$ cat config.mk
export PLATFORM = sky130hd
export DESIGN_NAME = sump_cmd_parser
export DESIGN_NICKNAME = d
export VERILOG_FILES = /design/src/rtl/sump_cmd_parser.sv
export SDC_FILE = /design/constraint.sdc
export NUM_CORES = 1
export LEC_CHECK = 0
export ABC_AREA = 1
export CORE_MARGIN = 2
export CORE_UTILIZATION = 35
export DETAILED_ROUTE_END_ITERATION = 10
export SLEW_MARGIN = 20
export SYNTH_ARGS = -nofsm -noshare
export SYNTH_HDL_FRONTEND = slang
export SYNTH_SLANG_ARGS = --single-unit
export TNS_END_PERCENT = 50
$ cat constraint.sdc
create_clock -name clk_i -period 1.5 [get_ports clk_i]
set_clock_uncertainty 0.2 [all_clocks]
set_input_delay 0.3 -clock clk_i [delete_from_list [all_inputs] [get_ports clk_i]]
set_output_delay 0.3 -clock clk_i [all_outputs]
set_load 0.05 [all_outputs]
$ cat src/rtl/sump_cmd_parser.sv
// sump_cmd_parser: assembles SUMP commands from raw UART bytes.
// Short commands (bit7=0) are one byte; long commands (bit7=1) carry a
// 4-byte argument sent LSB first. XON (0x11) / XOFF (0x13) are diverted to
// flow-control pulses instead of being emitted as commands.
// Optional feature macro: LOGIP_CMD_TIMEOUT_EN aborts a partial long command
// after TIMEOUT_CYCLES idle cycles and pulses err_o.
//
// Handshake: rx_stb_i is a one-cycle valid with no ready; every strobed byte
// is consumed in the cycle it is presented. cmd_stb_o, xon_o/xoff_o with
// flow_stb_o, and err_o are one-cycle valid pulses with no backpressure;
// cmd_opcode_o/cmd_data_o/cmd_long_o hold until the next completed command.
module sump_cmd_parser #(
  parameter int TIMEOUT_CYCLES = 1_000_000
) (
  input  logic        clk_i,
  input  logic        rst_in,
  input  logic [7:0]  rx_data_i,
  input  logic        rx_stb_i,
  output logic [7:0]  cmd_opcode_o,
  output logic [31:0] cmd_data_o,
  output logic        cmd_long_o,
  output logic        cmd_stb_o,
  output logic        xon_o,
  output logic        xoff_o,
  output logic        flow_stb_o,
  output logic        err_o,
  output logic        dbg_state_o
);

  localparam logic [7:0] XON_BYTE  = 8'h11;
  localparam logic [7:0] XOFF_BYTE = 8'h13;

  if (TIMEOUT_CYCLES < 2) begin : g_bad_timeout
    $error("sump_cmd_parser: TIMEOUT_CYCLES must be at least 2");
  end

  typedef enum logic [0:0] {
    IDLE = 1'b0,
    ARG  = 1'b1
  } state_t;

  state_t      state_q, state_d;
  logic [1:0]  cnt_q, cnt_d;
  logic [7:0]  opcode_q, opcode_d;
  logic [31:0] arg_q, arg_d;
  logic [7:0]  cmd_opcode_q, cmd_opcode_d;
  logic [31:0] cmd_data_q, cmd_data_d;
  logic        cmd_long_q, cmd_long_d;
  logic        cmd_stb_q, cmd_stb_d;
  logic        xon_q, xon_d;
  logic        xoff_q, xoff_d;
  logic        flow_q, flow_d;

`ifdef LOGIP_CMD_TIMEOUT_EN
  localparam int TW = (TIMEOUT_CYCLES > 2) ? $clog2(TIMEOUT_CYCLES) : 1;
  localparam logic [TW-1:0] TMO_LIMIT = TW'(TIMEOUT_CYCLES - 1);
  logic [TW-1:0] tmo_q, tmo_d;
  logic          err_q, err_d;
`endif

  // Next-state decode: byte classification, argument assembly, output pulses.
  always_comb begin
    state_d      = state_q;
    cnt_d        = cnt_q;
    opcode_d     = opcode_q;
    arg_d        = arg_q;
    cmd_opcode_d = cmd_opcode_q;
    cmd_data_d   = cmd_data_q;
    cmd_long_d   = cmd_long_q;
    cmd_stb_d    = 1'b0;
    xon_d        = 1'b0;
    xoff_d       = 1'b0;
    flow_d       = 1'b0;
`ifdef LOGIP_CMD_TIMEOUT_EN
    tmo_d        = '0;
    err_d        = 1'b0;
`endif

    case (state_q)
      IDLE: begin
        if (rx_stb_i) begin
          if (rx_data_i[7]) begin
            // Long opcode: hold it back until all four argument bytes arrive.
            opcode_d = rx_data_i;
            cnt_d    = 2'd0;
            arg_d    = 32'd0;
            state_d  = ARG;
          end else if (rx_data_i == XON_BYTE) begin
            xon_d  = 1'b1;
            flow_d = 1'b1;
          end else if (rx_data_i == XOFF_BYTE) begin
            xoff_d = 1'b1;
            flow_d = 1'b1;
          end else begin
            cmd_opcode_d = rx_data_i;
            cmd_data_d   = 32'd0;
            cmd_long_d   = 1'b0;
            cmd_stb_d    = 1'b1;
          end
        end
      end

      ARG: begin
        if (rx_stb_i) begin
          // Every byte here is argument data, even 0x00/0x11/0x13.
          case (cnt_q)
            2'd0:    arg_d[7:0]   = rx_data_i;
            2'd1:    arg_d[15:8]  = rx_data_i;
            2'd2:    arg_d[23:16] = rx_data_i;
            default: arg_d[31:24] = rx_data_i;
          endcase
          cnt_d = cnt_q + 2'd1;
          if (cnt_q == 2'd3) begin
            cmd_opcode_d = opcode_q;
            cmd_data_d   = {rx_data_i, arg_q[23:0]};
            cmd_long_d   = 1'b1;
            cmd_stb_d    = 1'b1;
            state_d      = IDLE;
          end
        end
`ifdef LOGIP_CMD_TIMEOUT_EN
        else if (tmo_q == TMO_LIMIT) begin
          // Host went quiet mid-argument: drop the partial command.
          state_d = IDLE;
          cnt_d   = 2'd0;
          arg_d   = 32'd0;
          err_d   = 1'b1;
        end else begin
          tmo_d = tmo_q + 1'b1;
        end
`endif
      end

      default: state_d = IDLE;
    endcase
  end

  // Parser state and registered outputs.
  always_ff @(posedge clk_i or negedge rst_in) begin
    if (!rst_in) begin
      state_q      <= IDLE;
      cnt_q        <= 2'd0;
      opcode_q     <= 8'd0;
      arg_q        <= 32'd0;
      cmd_opcode_q <= 8'd0;
      cmd_data_q   <= 32'd0;
      cmd_long_q   <= 1'b0;
      cmd_stb_q    <= 1'b0;
      xon_q        <= 1'b0;
      xoff_q       <= 1'b0;
      flow_q       <= 1'b0;
`ifdef LOGIP_CMD_TIMEOUT_EN
      tmo_q        <= '0;
      err_q        <= 1'b0;
`endif
    end else begin
      state_q      <= state_d;
      cnt_q        <= cnt_d;
      opcode_q     <= opcode_d;
      arg_q        <= arg_d;
      cmd_opcode_q <= cmd_opcode_d;
      cmd_data_q   <= cmd_data_d;
      cmd_long_q   <= cmd_long_d;
      cmd_stb_q    <= cmd_stb_d;
      xon_q        <= xon_d;
      xoff_q       <= xoff_d;
      flow_q       <= flow_d;
`ifdef LOGIP_CMD_TIMEOUT_EN
      tmo_q        <= tmo_d;
      err_q        <= err_d;
`endif
    end
  end

  assign cmd_opcode_o = cmd_opcode_q;
  assign cmd_data_o   = cmd_data_q;
  assign cmd_long_o   = cmd_long_q;
  assign cmd_stb_o    = cmd_stb_q;
  assign xon_o        = xon_q;
  assign xoff_o       = xoff_q;
  assign flow_stb_o   = flow_q;
  assign dbg_state_o  = state_q;
`ifdef LOGIP_CMD_TIMEOUT_EN
  assign err_o        = err_q;
`else
  assign err_o        = 1'b0;
`endif

endmodule

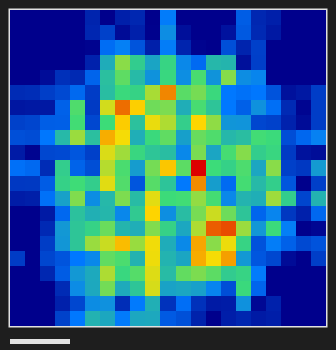
Fig. 1. Wiring heat map.
The bar under the picture is 20 um long. The die is cut into 21 by 21 equal tiles; dark blue is low, red is high, scaled to the fullest tile. Values are wire area over tile area, all layers added.
20% of the tiles are over half the peak. 21% of the tiles are nearly empty. The densest ninth of the die: middle. The fullest tile reaches 0.42. The mean over all tiles is 0.12.

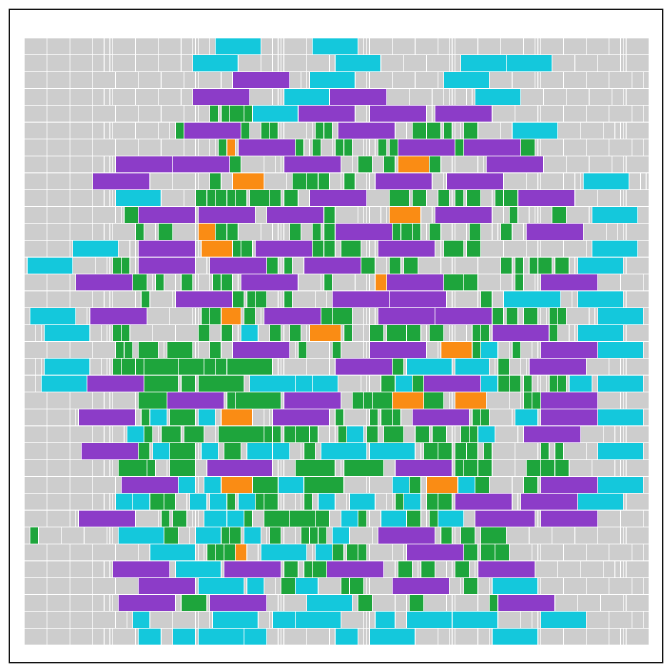
Fig. 2. Cell classes on the final placement.
Fill, decap, tap and diode cells in grey.
clock drivers and dummy loads: shown in orange, cells 16. remaining buffers and delay cells: shown in cyan, cells 101. registers: shown in purple, cells 80. remaining logic cells: shown in green, cells 263.

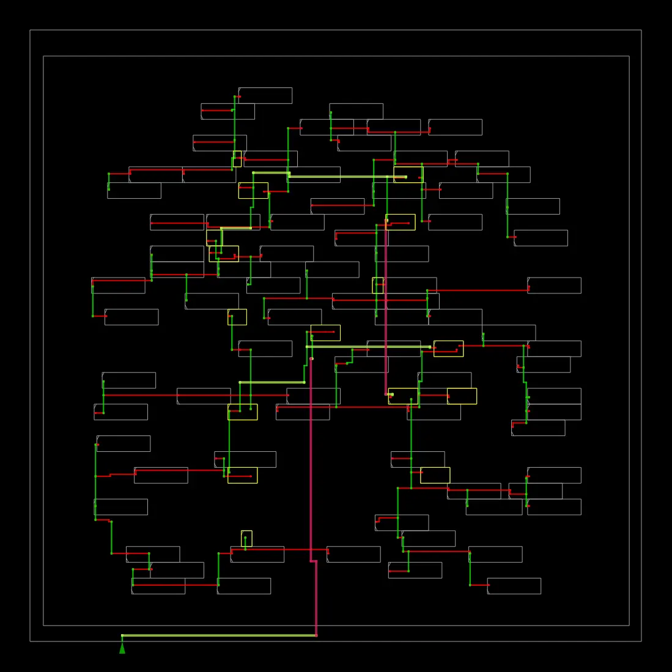
Fig. 3. The clock network.
Inserted Clock Buffers: 9
number of flip-flops and latches: 80
number of clock sinks seen by CTS: 80
latest clock arrival within the worst-skew pair: 0.34 ns
power consumed by the clock network: 1.47 mW

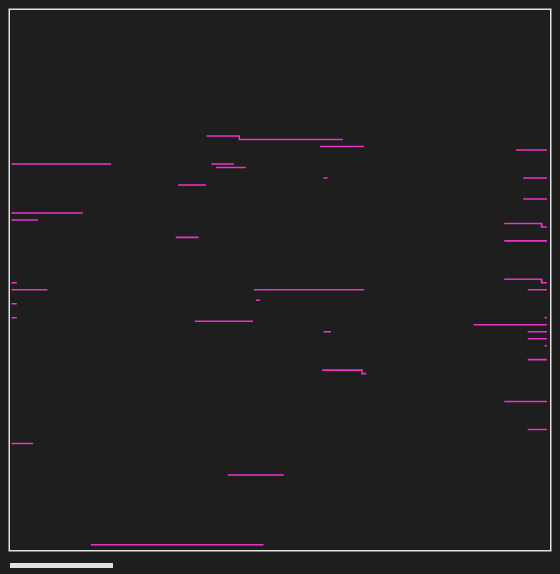
Fig. 4. Signal wires on met3.
The bar under the picture is 20 um long.
31 nets have wire on it. The longest straight run is 33.4 um. The layer carries 271 um of wire. The layer holds 3.3% of the routed length.

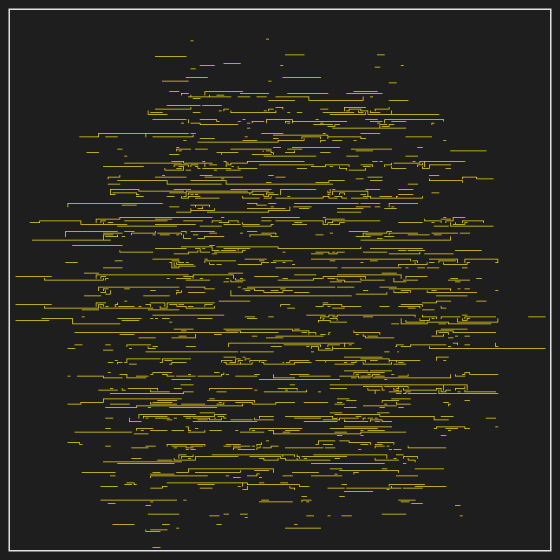
Fig. 5. Signal wires on met1.
The longest straight run is 31.7 um. The layer holds 45% of the routed length. The wires run mostly horizontal.
via count: 2777
total routed wirelength: 8260 um
global routing met1 resource utilization: 0.210

==> COMMIT_EDITMSG <==
Log flow metrics for this revision

* Cell type with the largest total area after synthesis: dfrtp_1
- At the floorplan stage, the core utilization is reported as 0.363.
* Primary FF master, synth: dfrtp_1
- Met3 wire length: 270 um
- Post-cts resize count: 23
* Post-synth top cells: nand2_1, dfrtp_1, nand3_1
- R2r setup slk: -0.18 ns
* CTS Root Buffer Type: clkbuf_8
- For this run the aggregate overflow at the end of global routing stands at 0.
- The number of nets in the synthesized netlist is 378.
- Clock network share of area: 0.0340
* Met2 wirelength from detailed routing: 4210 um
- Per the layout area report, the combinational fraction of cell area is 0.272.
* Setup repair after global routing missed its margin: true
- Counting instances, the worst hold path has a depth of 3.
- Detailed router's first-iteration violation count: 142
- After the last flow step, the layout net total stands at 470.
* Data arrival time of the worst path: 1.72 ns
- Share of async-settable or async-resettable flops after synthesis: 1.00
* Max Used Layer: met4
- Failing checks: negative setup slack
- Reg area: 0.00201 mm^2
* Number of cell instances after yosys synthesis: 363
* Met2 track utilization from global routing: 0.260
* Global-route wire length before repair: 14100 um
* Top cell excl fill/tap: dfrtp_1
* First-pass DRT Iterations: 4
* Largest fanout on the critical path: 25
- The synthesized design contains 80 register bits.
- Buffers inserted to repair hold after CTS numbered 1.
- Share of synthesized area occupied by flip-flops and latches: 0.559
* DP Wirelength: 5970 um
* Final critical path time including I/O delays and setup: 1.68 ns
* Top-area cell share: 0.559
* TAP cells: 133
- The congestion estimate from routability-driven global placement came to 0.793.
- Prior to clock tree synthesis, the placed netlist has a worst setup slack of -0.492 ns.
- TritonCTS clock tree: yes
- Logic depth of the worst register-to-register path: 7
* Number of violations of the max-capacitance limit: 0
* Invs w/o clock: 15
- Share of final layout cell area taken by non-clock buffers: 0.276
* Worst hold path startpoint: rx_data_i[5]
* Detail-routed net length per standard cell: 13.9 um
* Count leader, synth: nand2_1
- Most frequent cells in the layout: dfrtp_1, nand2_1, buf_12, nand2_2, nand3_1
- Max-slew violation count: 0
* Max-area cell class: registers
- The die is 105 um tall.
- Result of the run: finished with violations
- Combined global-route utilization of all metal layers: 0.159
- Non-clock buffer count in the final layout: 101
- Buffers added to address setup during post-CTS repair amount to 3.
- The startpoint identified for the worst register-to-register timing path is dbg_state_o.
- Width of the die: 105 um
- Area delta synth->final: 49.1%
- For this run, the chip area from Yosys synthesis comes to 0.00358 mm^2.
- The leakage power in the latest report is 2.51 nW.
- The worst hold path terminates at opcode_q[5].
* Count of buffers inserted at the top-level ports: 56
* Number of standard cells after synthesis: 363
- Pin count of the biggest net entering global routing: 38
* Number of nets with antenna violations after detailed routing: 0
- Final tally of setup violations: 66
- Count of multi-input combinational gates: 248
* Area contributors post-synth: dfrtp_1, nand2_1, nand2_2
- The flow reports an fmax of 597 MHz.
- Post-Route M1 WL: 3700 um
- The number of global-route vias before repair is 2887.
* Number of placed I/O pins: 58
- For this run, the number of Yosys warnings is 0.
* Crit share post-route: 1.12
* Worst hold-check path type: in -> reg
* Core box area: 0.00986 mm^2
* Number of buffers on the longest clock path: 2
- Yosys mapped a number of flops with a built-in enable equal to 0.
- The layout summary lists the proportion of cells stronger than drive strength 1 as 0.430.
- Aggregate negative setup slack: -6.51 ns
- Overall power consumption after layout is estimated at 13.1 mW.
- The overall die size recorded for this design is 0.0111 mm^2.
* Critical path class: reg -> reg
- Num rows: 36
* Number of OpenROAD warnings: 32
- Tally of filler cells in the layout: 845
- STA classifies the critical path endpoint as a flop.
- Before any placement, the netlist area is recorded as 0.00358 mm^2.
* Maximum VDD drop: 1170 uV
- Number of antenna violations at the first check in global routing: 0
- Number of clock-tree buffers in the layout: 12
* Met3 usage in global routing: 0.0362
- For reference, the final report shows the hold violation count at 0.
* Distinct cell type count after synthesis: 28
* Crit path launch type: flop
- For the worst setup path, the data required time is 1.54 ns.
* Share of cell area taken by flip-flops and latches: 0.376
- Final setup slack of the worst path: -0.176 ns
- End of the worst register-to-register path: cmd_data_o[0]
- Vias per std cell: 4.68
- After synthesis, the mean cell area works out to 9.86 um^2.
* Cell area power density: 2460 mW/mm^2
- Clock-pin slew of the registers on the worst-case setup and hold paths: 0.08 ns
- 0 antenna diodes ended up in the layout.
* H-tree depth: 3
- Drc violations: 0
- The layer flagged by global routing as most heavily used is met2.
- Comb gate area: 0.00145 mm^2
[cell families after synthesis]
group | synth area share
buffers and inverters | 0.0699
and+or+nand+nor | 0.287
other | 0.00105
AOI/OAI and AO/OA | 0.0692
DFF | 0.559
adders and majority gates | 0.0140
[report_power, final]
| part | internal, mW | switching (mW) |
|---|---|---|
| logic | 3.48 | 4.08 |
| registers | 3.16 | 0.955 |
| clock network | 0.693 | 0.774 |
| total | 7.33 | 5.81 |
[worst max path at each step]
| stage | end | from | depth (start not counted) |
|---|---|---|---|
| 2_1_floorplan | cmd_data_o[31] | dbg_state_o | 7 |
| 3_3_place_gp | cmd_data_o[16] | rx_data_i[5] | 9 |
| 3_5_place_dp | cmd_data_o[0] | rx_data_i[5] | 9 |
| 4_1_cts | dbg_state_o | dbg_state_o | 2 |
| 5_1_grt | cmd_data_o[0] | cnt_q[0] | 9 |
| 6_report | cmd_data_o[0] | dbg_state_o | 7 |
[worst max-delay path, stage by stage, from the launching register on]
cell and delay (ns):
dfrtp_4 0.54, nand2_4 0.10, nand2_4 0.06, nor2_4 0.18, nand3_4 0.15, buf_12 0.20, nand2_1 0.08, nand2_1 0.06
[through the flow]
step	utilization	instance area, um^2	std cells	hold slack [ns]
floorplan	-	3590	363	-0.196
global placement	0.499	4930	571	0.0474
detailed placement	0.499	4930	571	0.0604
CTS	0.527	5200	590	0.200
global route	0.541	5340	593	0.216
finish	0.541	5340	593	0.211
[state kept, by name (all words and copies together), names as in the netlist]
name and cells:
cmd_data_o 32, dbg_state_o 1, cmd_long_o 1, flow_stb_o 1, cmd_stb_o 1, cnt_q 2
opcode_q 8, cmd_opcode_o 8, arg_q 24, xoff_o 1, xon_o 1
No activity file was given, so power comes from the tool's default toggle rates.
